==> config.mk <==
export PLATFORM = sky130hd
export DESIGN_NAME = keypad_scanner_flat
export DESIGN_NICKNAME = d
export VERILOG_FILES = /design/src/rtl/keypad_if.sv /design/src/rtl/keypad_scanner.sv /design/src/flat_wrapper.sv
export SDC_FILE = /design/constraint.sdc
export NUM_CORES = 1
export LEC_CHECK = 0
export CELL_PAD_IN_SITES_DETAIL_PLACEMENT = 1
export CELL_PAD_IN_SITES_GLOBAL_PLACEMENT = 1
export CORE_MARGIN = 4
export CORE_UTILIZATION = 50
export DETAILED_ROUTE_END_ITERATION = 7
export GPL_ROUTABILITY_DRIVEN = 0
export GPL_TIMING_DRIVEN = 0
export PLACE_DENSITY = 0.95
export SYNTH_ARGS = -nofsm -noshare
export SYNTH_HDL_FRONTEND = slang
export SYNTH_SLANG_ARGS = --single-unit
==> constraint.sdc <==
create_clock -name clk -period 5.9 [get_ports clk]
set_input_delay 0.885 -clock clk [delete_from_list [all_inputs] [get_ports clk]]
set_output_delay 0.885 -clock clk [all_outputs]
set_load 0.02 [all_outputs]
==> src/rtl/keypad_if.sv <==
// Keypad-side signal bundle for keypad_scanner: the row/column matrix lines
// plus the decoded key code, its one-cycle strobe and the held indication.
interface keypad_if;
    logic [3:0] row_n;
    logic [3:0] col_n;
    logic [3:0] digit;
    logic       digit_valid;
    logic       key_held;

    modport master (
        input  row_n,
        output col_n,
        output digit,
        output digit_valid,
        output key_held
    );

    modport slave (
        output row_n,
        input  col_n,
        input  digit,
        input  digit_valid,
        input  key_held
    );
endinterface

==> src/rtl/keypad_scanner.sv <==
// 4x4 active-low matrix keypad scanner. It walks a single low column,
// debounces both press and release, and presents every physical press
// exactly once as a registered key code with a one-cycle strobe.
module keypad_scanner #(
    parameter int SCAN_DIV  = 1000,
    parameter int DB_CYCLES = 20000
) (
    input  logic     clk,
    input  logic     rst,
    keypad_if.master kp
);

    localparam int DW = $clog2(SCAN_DIV);
    localparam int CW = $clog2(DB_CYCLES) + 1;
    localparam logic [DW-1:0] DWELL_LAST = DW'(SCAN_DIV - 1);
    localparam logic [DW-1:0] DWELL_ONE  = DW'(1);
    localparam logic [CW-1:0] DB_LAST    = CW'(DB_CYCLES - 1);
    localparam logic [CW-1:0] DB_ONE     = CW'(1);
    localparam logic [CW-1:0] DB_MAX     = '1;

    typedef enum logic [1:0] {
        SCAN     = 2'd0,
        DEBOUNCE = 2'd1,
        PRESSED  = 2'd2,
        RELEASE  = 2'd3
    } state_t;

    state_t          state, state_next;
    logic [3:0]      row_meta, row_s;
    logic [DW-1:0]   dwell, dwell_next;
    logic [CW-1:0]   db_cnt, db_next, db_inc;
    logic [1:0]      col_idx, col_next;
    logic [1:0]      cap_row, cap_row_next;
    logic [1:0]      first_low;
    logic            cap_bit;
    logic            load_digit;
    logic [3:0]      digit;
    logic            digit_valid;

    // Row code lookup; the bottom row carries the * 0 # D symbols.
    function automatic logic [3:0] key_code(input logic [1:0] r, input logic [1:0] c);
        logic [3:0] code;
        case ({r, c})
            4'b00_00: code = 4'd1;
            4'b00_01: code = 4'd2;
            4'b00_10: code = 4'd3;
            4'b00_11: code = 4'd10;
            4'b01_00: code = 4'd4;
            4'b01_01: code = 4'd5;
            4'b01_10: code = 4'd6;
            4'b01_11: code = 4'd11;
            4'b10_00: code = 4'd7;
            4'b10_01: code = 4'd8;
            4'b10_10: code = 4'd9;
            4'b10_11: code = 4'd12;
            4'b11_00: code = 4'd14;
            4'b11_01: code = 4'd0;
            4'b11_10: code = 4'd15;
            default:  code = 4'd13;
        endcase
        return code;
    endfunction

    // Two-flop synchronizer: the rows are asynchronous to clk, idle high.
    always_ff @(posedge clk or negedge rst) begin
        if (!rst) begin
            row_meta <= 4'hF;
            row_s    <= 4'hF;
        end else begin
            row_meta <= kp.row_n;
            row_s    <= row_meta;
        end
    end

    // Lowest-index low row wins when several keys share the driven column.
    always_comb begin
        first_low = 2'd3;
        if (!row_s[0])      first_low = 2'd0;
        else if (!row_s[1]) first_low = 2'd1;
        else if (!row_s[2]) first_low = 2'd2;
        cap_bit = row_s[cap_row];
        db_inc  = (db_cnt == DB_MAX) ? db_cnt : db_cnt + DB_ONE;
    end

    // FSM state register.
    always_ff @(posedge clk or negedge rst) begin
        if (!rst) state <= SCAN;
        else      state <= state_next;
    end

    // Next-state and datapath control; the column stays frozen outside SCAN.
    always_comb begin
        state_next   = state;
        dwell_next   = dwell;
        db_next      = db_cnt;
        col_next     = col_idx;
        cap_row_next = cap_row;
        load_digit   = 1'b0;
        case (state)
            SCAN: begin
                if (dwell == DWELL_LAST) begin
                    dwell_next = '0;
                    if (row_s != 4'hF) begin
                        cap_row_next = first_low;
                        db_next      = '0;
                        state_next   = DEBOUNCE;
                    end else begin
                        col_next = col_idx + 2'd1;
                    end
                end else begin
                    dwell_next = dwell + DWELL_ONE;
                end
            end
            DEBOUNCE: begin
                if (cap_bit) begin
                    state_next = SCAN;
                    col_next   = col_idx + 2'd1;
                    dwell_next = '0;
                    db_next    = '0;
                end else if (db_cnt == DB_LAST) begin
                    load_digit = 1'b1;
                    state_next = PRESSED;
                    db_next    = '0;
                end else begin
                    db_next = db_inc;
                end
            end
            PRESSED: begin
                if (cap_bit) begin
                    state_next = RELEASE;
                    db_next    = '0;
                end
            end
            RELEASE: begin
                if (!cap_bit) begin
                    db_next = '0;
                end else if (db_cnt == DB_LAST) begin
                    state_next = SCAN;
                    col_next   = col_idx + 2'd1;
                    dwell_next = '0;
                    db_next    = '0;
                end else begin
                    db_next = db_inc;
                end
            end
            default: state_next = SCAN;
        endcase
    end

    // Counters, captured position and the registered code/strobe.
    always_ff @(posedge clk or negedge rst) begin
        if (!rst) begin
            dwell       <= '0;
            db_cnt      <= '0;
            col_idx     <= 2'd0;
            cap_row     <= 2'd0;
            digit       <= 4'd0;
            digit_valid <= 1'b0;
        end else begin
            dwell       <= dwell_next;
            db_cnt      <= db_next;
            col_idx     <= col_next;
            cap_row     <= cap_row_next;
            digit_valid <= load_digit;
            if (load_digit) digit <= key_code(cap_row, col_idx);
        end
    end

    assign kp.col_n       = ~(4'b0001 << col_idx);
    assign kp.digit       = digit;
    assign kp.digit_valid = digit_valid;
    assign kp.key_held    = (state == PRESSED) || (state == RELEASE);

endmodule

==> src/flat_wrapper.sv <==
// flat-port wrapper written by rule: the top's interface ports become plain ports
module keypad_scanner_flat 
#(
    parameter int SCAN_DIV  = 1000,
    parameter int DB_CYCLES = 20000
)
  (clk, rst, kp_row_n, kp_col_n, kp_digit, kp_digit_valid, kp_key_held);
  keypad_if kp_i ();
  input  logic clk;
  input  logic rst;
  input wire logic [$bits(kp_i.row_n)-1:0] kp_row_n;
  output wire logic [$bits(kp_i.col_n)-1:0] kp_col_n;
  output wire logic [$bits(kp_i.digit)-1:0] kp_digit;
  output wire logic [$bits(kp_i.digit_valid)-1:0] kp_digit_valid;
  output wire logic [$bits(kp_i.key_held)-1:0] kp_key_held;
  assign kp_i.row_n = kp_row_n;
  assign kp_col_n = kp_i.col_n;
  assign kp_digit = kp_i.digit;
  assign kp_digit_valid = kp_i.digit_valid;
  assign kp_key_held = kp_i.key_held;
  keypad_scanner #(.SCAN_DIV(SCAN_DIV), .DB_CYCLES(DB_CYCLES)) u_core (.clk(clk), .rst(rst), .kp(kp_i));
endmodule
==> run_1/io_fan.png <==
Bar = 20 microns.
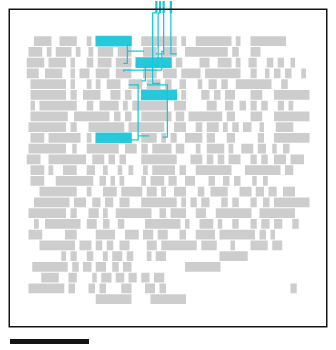
| colour | port | bits | direction | end cells | buffers | wire |
|---|---|---|---|---|---|---|
| cyan | kp_digit | 4 | output | 4 | 4 | 139 microns |

==> run_1/layer_met2.png <==
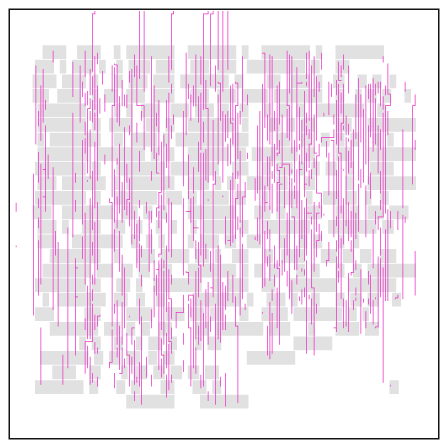
nets with wire on the layer: 269
longest straight run: 38.1 microns
share of all routed wire: 52%
wire length on this layer: 3,470 microns
main direction: vertical

==> impl_metrics.env, run 1 <==
# yosys + openroad results
export IMPL_cp_end_kind="output port"
export IMPL_yosys_area_share_adder_pct=4.25
export IMPL_synthTopCellsByCount="37 x dfrtp_1, 24 x a21oi_1, 23 x nand2_1, 15 x inv_1"
export IMPL_die_area_sq_um=6390
export IMPL_max_stage_delay_ns=0.60
export IMPL_drcViolationCount=0
export IMPL_numCtsBuffers=5
export IMPL_slew_headroom_pct=46.4
export IMPL_edf_count=0
export IMPL_worst_path_buf_inv=3
export IMPL_largest_cell_class="combinational gates"
export IMPL_insertion_delay_ns=0.31
export IMPL_top_layer_used="met4"
export IMPL_first_pass_iters=4
export IMPL_p_comb_share_pct=2.4
export IMPL_synth_top_cell_area_share_pct=35.8
export IMPL_vias=2178
export IMPL_path_clk_slew_ns=0.09
export IMPL_tightestPinTransition_ns=0.797
export IMPL_yosysCellCount=263
export IMPL_p_int_mw=0.446
export IMPL_critical_path_required_ns=5.02
export IMPL_cts_hold_buffers=0
export IMPL_cpMaxStageDelayCell="clkdlybuf4s50_1"
export IMPL_yosysWarnings=0
export IMPL_pg_comb_mw=0.0139
export IMPL_most_common_cell="dfrtp_1"
export IMPL_cts_root_buf="clkbuf_8"
export IMPL_grt_pass1_wl_mm=11.8
export IMPL_hold_class="register to register"
export IMPL_met3_length_microns=175
export IMPL_routed_wl_met2_mm=3.47
export IMPL_comb_share_pct=44.5
export IMPL_largest_register_ffs=16
export IMPL_dp_hpwl_mm=4.77
export IMPL_finalSetupViolations=0
export IMPL_irDropWorstVdd_uv=126
export IMPL_cts_resized=0
export IMPL_comb_area_sq_um=1310
export IMPL_async_reset_ff_share_pct=100
export IMPL_finalCritPeriodShare_pct=47.8
export IMPL_yosys_area_sq_um=2590
export IMPL_synthTopLogicFamily="simple AND/OR/NAND/NOR gates"
export IMPL_power_leader="sequential cells"
export IMPL_h_tree_depth=2
export IMPL_overflow=0
export IMPL_r2r_slack_ns=3.41
export IMPL_grt_max_degree=36
export IMPL_synth_main_ff_cell="dfrtp_1"
export IMPL_cp_cell_sequence="buf_1 > clkbuf_1 > clkdlybuf4s50_1"
export IMPL_coreArea_sq_um=4880
export IMPL_reg_top3="u_core.db_cnt (16), u_core.dwell (10)"
export IMPL_clkbuf_count=5
export IMPL_viasPerCell=6.15
export IMPL_r2r_cells=6
export IMPL_drt_met1_wl_mm=2.87
export IMPL_diodes=0
export IMPL_clkCellAreaFrac_pct=3.90
export IMPL_crit_fanout=10
export IMPL_xor_share_pct=0.967
export IMPL_ios=16
export IMPL_rsz0062_at_grt="no"
export IMPL_synth_area_mux_share_pct=5.03
export IMPL_syn_inst=263
export IMPL_track_usage_pct=23.6
export IMPL_ys_types=63
export IMPL_synth_area_sq_um=2590
export IMPL_pwr_share_seq_pct=55.4
export IMPL_p_leak_nw=1.18
export IMPL_powerSeq_mw=0.315
export IMPL_initCoreUtil_pct=53.1
export IMPL_synthToLayoutAreaGrowth_pct=14.1
export IMPL_drt_iter0_markers=118
export IMPL_post_drt_wl_per_cell_microns=18.8
export IMPL_antenna_found_initial=0
export IMPL_num_nonclk_buffers=30
export IMPL_synth_largest_area_cell="dfrtp_1"
export IMPL_synthAoiAreaFrac_pct=18.0
export IMPL_wl_mm=6.67
export IMPL_regMostFlops="u_core.db_cnt"
export IMPL_fin_util_pct=60.5
export IMPL_openroad_warnings=31
export IMPL_finish_net_count=300
export IMPL_max_freq_mhz=354
export IMPL_synth_area_per_cell_sq_um=9.84
export IMPL_cts_tree="done"
export IMPL_start_kind="register"
export IMPL_flop_area_sq_um=1140
export IMPL_power_density_nw_per_um2=193
export IMPL_topCellsByArea="dfrtp_1 36%, dfstp_2 8.1%, a21oi_1 4.6%, ha_1 3.9%, nand2_1 3.3%"
export IMPL_outcome="finished, final reports clean"
export IMPL_fin_hold_ws_ns=0.360
export IMPL_arrival_ns=1.94
export IMPL_reg2reg_to="u_core.db_cnt[8]"
export IMPL_total_power_mw=0.569
export IMPL_fin_tns_setup_ns=0
export IMPL_ant_nets=0
export IMPL_ys_flops=45
export IMPL_holdPathStages=0
export IMPL_nFillCells=569
export IMPL_buf_share_pct=8.39
export IMPL_clkSinkCount=45
==> run_1/layer_met1.png <==
Supply wires on this layer in grey.
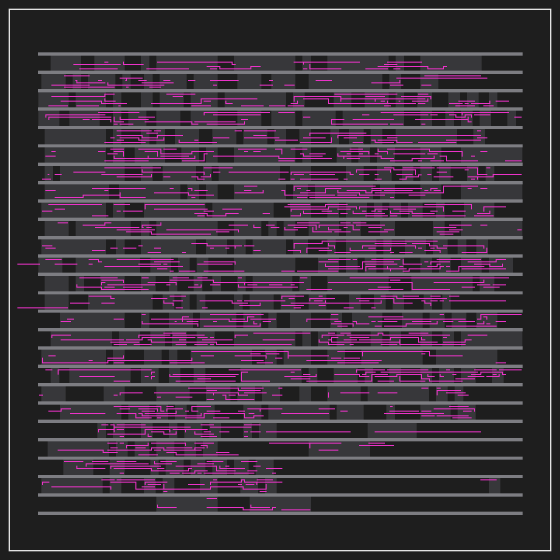
main direction: horizontal
share of all routed wire: 43%
longest straight run: 23.5 microns

==> run_1/flops_by_reg.png <==
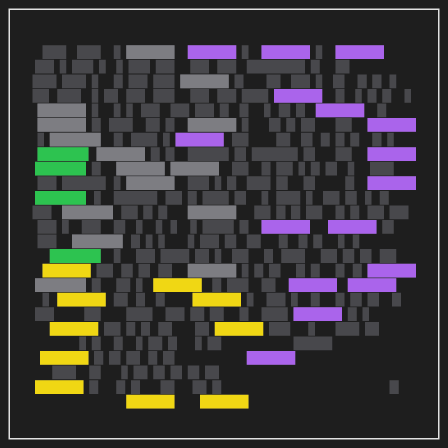
| colour | signal | sequential cells |
|---|---|---|
| green | u_core.row_meta | 4 |
| yellow | u_core.dwell | 10 |
| purple | u_core.db_cnt | 16 |

[run 1: metal layers]
| metal | track usage [%] | vias to the layer above |
|---|---|---|
| met5 | 0 | - |
| met4 | 7.94 | 0 |
| met3 | 4.51 | 18 |
| met2 | 41.5 | 38 |
| met1 | 28.7 | 1098 |
| li1 | - | 1024 |
[run 1: worst max path at each step]
stage,startpoint,to,cells after the start
2_1_floorplan,u_core.db_cnt[0],u_core.dwell[5],6
3_3_place_gp,rst,u_core.col_idx[1],1
3_5_place_dp,register,kp_key_held,3
4_1_cts,register,kp_key_held,3
5_1_grt,register,kp_key_held,3
6_report,register,kp_key_held,3
[run 1: stage by stage]
stage	instance area, sq um	std cells	setup WS [ns]
3_5_place_dp	2840	346	3.42
3_3_place_gp	2820	345	2.74
6_report	2950	354	3.08
4_1_cts	2950	354	3.06
5_1_grt	2950	354	2.96
2_1_floorplan	2590	263	3.91
[run 1: worst register-to-register path: stages, from the launching register on]
cell,delay [ns]
dfrtp_1,0.43
ha_1,0.27
nand4_1,0.28
or4_1,0.67
nor2_2,0.41
o21ai_0,0.17
a21oi_1,0.20
[run 1: cells in the final DEF (no fill, tap or decap), types with 2 or more instances in the layout]
cell and n:
o31ai_1 7, mux2_2 3, nor4b_1 3, clkbuf_8 5, o21ai_1 7, clkdlybuf4s50_1 14
mux2i_1 4, dfrtp_1 37, or3_1 2, a41oi_1 3, nand3_1 11, and4_1 5
a21o_1 2, nand2_1 23, nor3_1 7, a31oi_1 4, dfstp_2 8, or4_1 6
clkbuf_1 4, nor3b_1 3, nor2_1 8, buf_6 3, mux4_2 2, nor4_1 4
buf_2 7, a21oi_1 24, and2_1 2, nand4_1 7, inv_1 15, o21ai_0 11
ha_1 8
==> run 2: changes to the inputs <==
Settings changed: CORE_UTILIZATION 50 to 46, PLACE_DENSITY 0.95 to 0.9.
Clock period 5.9 ns to 2.9 ns, I/O delays scaled along.
==> run_2/congestion.png <==
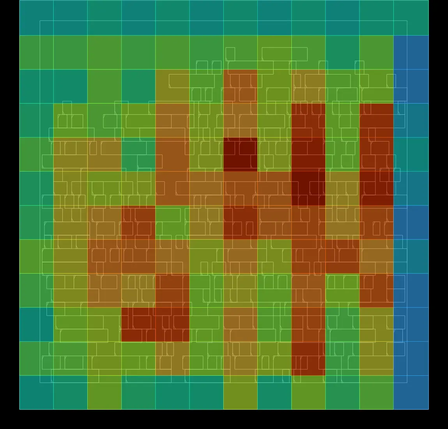
WL per Instance: 18.6 microns
met2 Resource Use GR: 35.1%
GRT busiest layer: met2
M1 GR Usage: 25.4%
Core Util, Final: 53.8%

==> run 2 against run 1 <==
Net effect:
- area after synthesis stayed put
- sequential share of layout area increased by 0.098 points
- flip-flop count unchanged
- non-clock buffer count unchanged
- count of clock-buffer cells in the layout is the same
- synthesized cell count unchanged
- final cell count increased by 1.4%
- routed wire length increased by 0.36%
- die area increased by 7.8%
- setup slack worse by 2.7 ns
- highest routed layer unchanged
- via count rose by 0.46%
- power rose by 92%
==> impl_metrics.env, run 2 <==
# yosys + openroad results
export IMPL_path_clk_slew_ns=0.10
export IMPL_async_reset_ff_share_pct=100
export IMPL_r2r_slack_ns=0.41
export IMPL_xor_share_pct=0.967
export IMPL_ys_flops=45
export IMPL_cp_cell_sequence="ha_1 > nand2_1 > nor4_1 > and2_1 > or2_0 > clkbuf_1 > o31ai_1"
export IMPL_setup_ws_ns=0.413
export IMPL_insertion_delay_ns=0.31
export IMPL_dp_hpwl_mm=4.74
export IMPL_wl_mm=6.69
export IMPL_yosys_area_share_adder_pct=4.25
export IMPL_stdcell_count=359
export IMPL_vias=2188
export IMPL_track_usage_pct=20.6
export IMPL_finish_net_count=300
export IMPL_pwr_share_seq_pct=58.8
export IMPL_hold_class="input port to asynchronous set/reset pin"
export IMPL_synthAoiAreaFrac_pct=18.0
export IMPL_fin_hold_ws_ns=0.130
export IMPL_slew_headroom_pct=45.6
export IMPL_synth_area_sq_um=2590
export IMPL_reg_top3="u_core.db_cnt (16), u_core.dwell (10)"
export IMPL_first_pass_iters=4
export IMPL_layout_top_cell="dfrtp_1"
export IMPL_p_int_mw=0.825
export IMPL_fin_area_sq_um=2950
export IMPL_max_freq_mhz=402
export IMPL_p_leak_nw=1.17
export IMPL_regMostFlops="u_core.db_cnt"
export IMPL_dp_cells=351
export IMPL_yosysCellCount=263
export IMPL_largest_register_ffs=16
export IMPL_synthTopLogicFamily="simple AND/OR/NAND/NOR gates"
export IMPL_cp_end_kind="register"
export IMPL_outcome="finished, final reports clean"
export IMPL_crit_fanout=7
export IMPL_drcViolationCount=0
export IMPL_finalCritPeriodShare_pct=85.8
export IMPL_numCtsBuffers=5
export IMPL_dpl_cell_area_sq_um=2850
export IMPL_total_power_mw=1.09
export IMPL_overflow=0
export IMPL_ys_types=63
export IMPL_die_area_sq_um=6890
export IMPL_initCoreUtil_pct=47.3
export IMPL_synth_main_ff_cell="dfrtp_1"
export IMPL_synth_top_cell_area_share_pct=35.8
export IMPL_lay_top_cells="37 x dfrtp_1, 24 x a21oi_1, 23 x nand2_1"
export IMPL_cts_hold_buffers=0
export IMPL_ant_nets=0
export IMPL_irDropWorstVdd_uv=238
export IMPL_synthToLayoutAreaGrowth_pct=13.8
export IMPL_antenna_found_initial=0
export IMPL_synth_area_per_cell_sq_um=9.84
export IMPL_yosysWarnings=0
export IMPL_rsz0062_at_grt="no"
export IMPL_p_comb_share_pct=2.8
export IMPL_yosys_area_sq_um=2590
export IMPL_diodes=0
export IMPL_cpMaxStageDelayCell="nor4_1"
export IMPL_critical_path_required_ns=3.09
export IMPL_cts_tree="done"
export IMPL_edf_count=0
export IMPL_openroad_warnings=31
export IMPL_grt_max_degree=25
export IMPL_synth_area_mux_share_pct=5.03
export IMPL_h_tree_depth=2
export IMPL_tightestPinTransition_ns=0.809
export IMPL_synth_largest_area_cell="dfrtp_1"
export IMPL_grt_pass1_wl_mm=11.7
export IMPL_most_common_cell="dfrtp_1"
export IMPL_power_density_nw_per_um2=370
export IMPL_start_kind="register"
export IMPL_finalSetupViolations=0
export IMPL_fin_tns_setup_ns=0
export IMPL_synthTopCellsByCount="37 x dfrtp_1, 24 x a21oi_1, 23 x nand2_1, 15 x inv_1"
export IMPL_viasPerCell=6.09
==> run_2/io_fan.png <==
Bar = 20 microns.
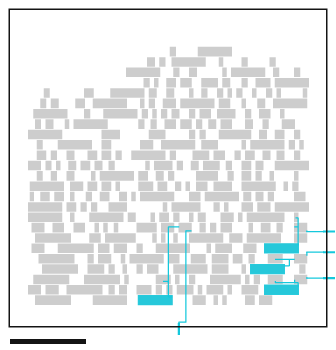
| colour | port | bits | direction | end cells | buffers | wire |
|---|---|---|---|---|---|---|
| cyan | kp_digit | 4 | output | 4 | 4 | 90.7 microns |

-- run 2: per-layer routing --
layer,routed length (microns),share of wire [%],vias to the layer above
li1,-,-,1027
met3,266,4.0,20
met4,158,2.4,0
met5,0,0,-
met2,3360,50,54
met1,2900,43,1087
-- run 2: logic make-up (layout without fill, tap and decap cells) --
logic type,Yosys count,count (layout)
compound gates,73,73
xor+xnor,2,2
fa+ha+maj,9,9
buf+inv,29,53
flops,45,45
mux,10,10
simple gates,95,95
-- run 2: power by group through the flow --
stage	registers [mW]	clock network, mW	logic (mW)
final	0.641	0.418	0.0303
after global placement	0.652	0	0.0263
after CTS	0.641	0.430	0.0316
after global routing	0.642	0.456	0.0344
after detailed placement	0.653	0	0.0314
after floorplan	0.652	0	0.00645
-- run 2: area by class of cell --
type,count,area [sq um]
Fill cell,614,2530
Sequential cell,45,1140
Timing Repair Buffer,16,173
Tap cell,72,90.1
Clock inverter,3,25.0
Multi-Input combinational cell,189,1310
Inverter,15,56.3
Clock buffer,5,68.8
Buffer,14,82.6
-- run 2: final timing paths --
kind	cells past startpoint	startpoint	end
worst max-delay path	7	u_core.dwell[0]	u_core.dwell[7]
worst max register to register	7	u_core.dwell[0]	u_core.dwell[7]
max in group asynchronous	2	rst	u_core.row_meta[3]
worst min-delay path	1	rst	u_core.db_cnt[9]
worst min register to register	0	u_core.row_meta[3]	u_core.row_s[3]
min in group clk	0	u_core.row_meta[3]	u_core.row_s[3]
-- run 2: worst max-delay path: cells and delay by family, from the launching register on --
kind	cells	cell delay, ns
buf+inv	1	0.29
fa+ha+maj	1	0.28
compound gates	1	0.13
flops	1	0.42
simple gates	4	1.24
==> run_2/flops_by_reg.png <==
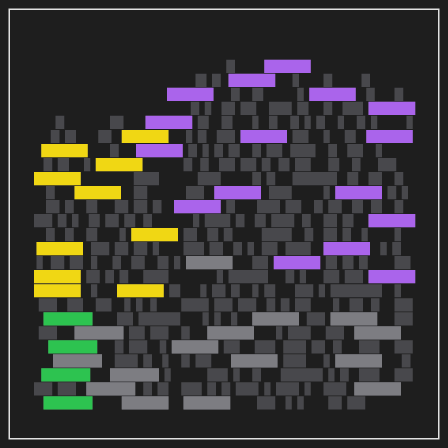

==> run 3: changes to the inputs <==
Settings changed: CORE_MARGIN 4 to default, CORE_UTILIZATION 46 to 25, PLACE_DENSITY 0.9 to 0.59.
==> run_3/flops_by_reg.png <==
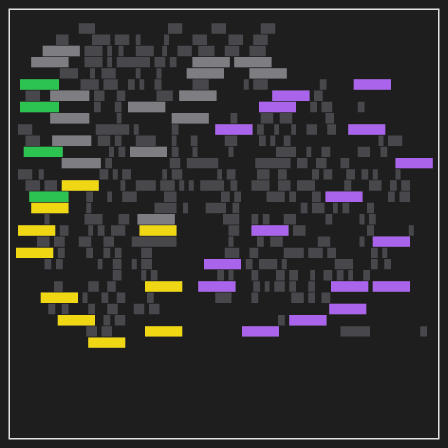
| colour | signal | sequential cells |
|---|---|---|
| green | u_core.row_meta | 4 |
| purple | u_core.db_cnt | 16 |
| yellow | u_core.dwell | 10 |
not coloured: 15

==> run_3/layer_met2.png <==
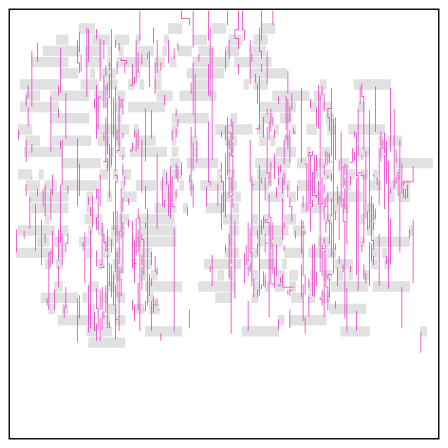
share of all routed wire: 48%
wire length on this layer: 3,050 microns
main direction: vertical
nets with wire on the layer: 260
longest straight run: 42.8 microns

==> run 3 against run 2 <==
Net effect:
- core utilization down 23 points
- setup slack gained 0.048 ns
- maximum frequency increased by 2.0%
- sequential power barely moved
- largest power group unchanged
==> impl_metrics.env, run 3 <==
# yosys + openroad results
export IMPL_grt_pass1_wl_mm=11.3
export IMPL_synth_largest_area_cell="dfrtp_1"
export IMPL_drv_slew=0
export IMPL_synth_main_ff_cell="dfrtp_1"
export IMPL_cp_end_kind="register"
export IMPL_comb_area_sq_um=1310
export IMPL_h_tree_depth=2
export IMPL_worstSetupPathType="register to register"
export IMPL_flop_area_sq_um=1140
export IMPL_min_period_ns=2.44
export IMPL_nFillCells=1180
export IMPL_finalHoldViolations=0
export IMPL_syn_inst=263
export IMPL_fin_tns_setup_ns=0
export IMPL_reg_top3="u_core.db_cnt (16), u_core.dwell (10)"
export IMPL_r2r_slack_ns=0.46
export IMPL_synth_area_sq_um=2590
export IMPL_insertion_delay_ns=0.31
export IMPL_antenna_found_initial=0
export IMPL_ys_seq_share_pct=43.9
export IMPL_yosys_area_sq_um=2590
export IMPL_wl_mm=6.38
export IMPL_p_leak_nw=1.18
export IMPL_skew_ns=0.00747
export IMPL_finalSetupViolations=0
export IMPL_total_power_mw=1.18
export IMPL_critical_path_required_ns=3.09
export IMPL_cts_tree="done"
export IMPL_ios=16
export IMPL_synth_area_per_cell_sq_um=9.84
export IMPL_cts_setup_buffers=0
export IMPL_die_h_microns=104
export IMPL_irDropWorstVdd_uv=198
export IMPL_cp_cell_sequence="ha_1 > nand2_1 > nor4_1 > and2_1 > or2_0 > clkbuf_1 > o31ai_1"
export IMPL_yosysCellCount=263
export IMPL_r2r_start="u_core.dwell[0]"
export IMPL_path_clk_slew_ns=0.10
export IMPL_fin_util_pct=30.6
export IMPL_layout_top_cell="dfrtp_1"
export IMPL_ant_nets=0
export IMPL_tightestPinTransition_ns=0.805
export IMPL_start_kind="register"
export IMPL_rows=36
export IMPL_numCtsBuffers=5
export IMPL_lay_top_cells="37 x dfrtp_1, 24 x a21oi_1, 23 x nand2_1"
export IMPL_async_reset_ff_share_pct=100
export IMPL_r2r_cells=7
export IMPL_max_freq_mhz=410
export IMPL_cts_hold_buffers=0
export IMPL_coreArea_sq_um=9910
export IMPL_cts_buffer_depth=2
export IMPL_die_x_microns=104
export IMPL_synth_top_cell_area_share_pct=35.8
export IMPL_track_usage_pct=12.8
export IMPL_post_drt_wl_per_cell_microns=15.2
export IMPL_synthTopCellsByCount="37 x dfrtp_1, 24 x a21oi_1, 23 x nand2_1, 15 x inv_1"
export IMPL_outcome="finished, final reports clean"
export IMPL_fin_hold_ws_ns=0.0352
export IMPL_drt_iter0_markers=69
export IMPL_fin_area_sq_um=3040
export IMPL_cts_root_buf="clkbuf_8"
export IMPL_xor_share_pct=0.967
export IMPL_finalCritPeriodShare_pct=84.1
export IMPL_rsz0062_at_grt="no"
export IMPL_dpl_cell_area_sq_um=2920
export IMPL_cpMaxStageDelayCell="nor4_1"
export IMPL_hold_class="input port to asynchronous set/reset pin"
export IMPL_diodes=0
export IMPL_setup_ws_ns=0.461
export IMPL_synthToLayoutAreaGrowth_pct=17.3
export IMPL_synthAoiAreaFrac_pct=18.0
export IMPL_grt_max_degree=32
export IMPL_drive_above_1_share_pct=15.3
export IMPL_most_common_cell="dfrtp_1"
export IMPL_crit_fanout=7
export IMPL_pre_cts_ws_ns=0.446
export IMPL_grt_pass1_vias=2223
export IMPL_max_stage_delay_ns=0.72
export IMPL_drv_cap=0
export IMPL_yosys_area_share_adder_pct=4.25
export IMPL_yosysWarnings=0
export IMPL_initCoreUtil_pct=26.1
export IMPL_reg2reg_to="u_core.dwell[7]"
export IMPL_io_buffers=15
export IMPL_topCellsByArea="dfrtp_1 36%, dfstp_2 8.1%, a21oi_1 4.6%, ha_1 3.9%, nand2_1 3.3%"
export IMPL_slew_headroom_pct=45.8
export IMPL_finish_net_count=300
export IMPL_fp_nets=277
export IMPL_regMostFlops="u_core.db_cnt"
export IMPL_dp_hpwl_mm=4.55
export IMPL_drcViolationCount=0
export IMPL_first_pass_iters=4
export IMPL_synth_area_mux_share_pct=5.03
export IMPL_openroad_warnings=31
export IMPL_synthTopLogicFamily="simple AND/OR/NAND/NOR gates"
export IMPL_cts_resized=0
export IMPL_power_density_nw_per_um2=388
export IMPL_overflow=0
export IMPL_clkSinkCount=45
export IMPL_arrival_ns=2.63
export IMPL_die_area_sq_um=10800
export IMPL_simple_gate_share_pct=22.5
export IMPL_viasPerCell=5.10
export IMPL_edf_count=0
export IMPL_ys_types=63
export IMPL_dp_cells=412
export IMPL_vias=2140
export IMPL_stdcell_count=420
export IMPL_ys_flops=45
export IMPL_largest_register_ffs=16
## run 3: cell counts after synthesis
No cell type changed its count.
## run 3: area by class of cell
type,count,share of cell area (%)
Clock buffer,5,2.27
Buffer,14,2.72
Multi-Input combinational cell,189,43.3
Timing Repair Buffer,16,5.44
Sequential cell,45,37.4
Inverter,15,1.85
Clock inverter,3,1.57
Tap cell,133,5.48
## run 3: routing by layer
layer  global-route usage, %  up-vias  routed length (microns)
li1                        -     1026                        -
met1                    17.6     1086                     3140
met2                    21.1       24                     3050
met3                    2.08        4                      145
met4                    2.76        0                       40
met5                       0        -                        0
## run 3: critical path: cells and delay by family (launching register included)
kind,cells,cell delay [ns]
and+or+nand+nor,4,1.23
adders and majority gates,1,0.26
buffers and inverters,1,0.30
AOI/OAI and AO/OA,1,0.13
DFF,1,0.41
## run 3: kinds of logic (layout without fill, tap and decap cells)
group / after synthesis / count (layout)
and+or+nand+nor: 95 / 95
AOI/OAI and AO/OA: 73 / 73
DFF: 45 / 45
buffers and inverters: 29 / 53
muxes: 10 / 10
adders and majority gates: 9 / 9
xor gates and xnor gates: 2 / 2
## run 3: how the worst max path moves through the flow
| stage | start | endpoint | cells past startpoint |
|---|---|---|---|
| 2_1_floorplan | u_core.db_cnt[0] | u_core.dwell[5] | 6 |
| 3_3_place_gp | rst | u_core.col_idx[1] | 1 |
| 3_5_place_dp | u_core.dwell[0] | u_core.dwell[7] | 7 |
| 4_1_cts | u_core.dwell[0] | u_core.dwell[7] | 7 |
| 5_1_grt | u_core.dwell[0] | u_core.dwell[7] | 7 |
| 6_report | u_core.dwell[0] | u_core.dwell[7] | 7 |
## run 3: where the power goes
group	switching (mW)	internal [mW]	leakage [nW]
sequential	0.00341	0.637	0.587
clock	0.244	0.263	0.0591
combinational	0.0176	0.0111	0.535
total	0.265	0.912	1.18
No activity file was given, so power comes from the tool's default toggle rates.
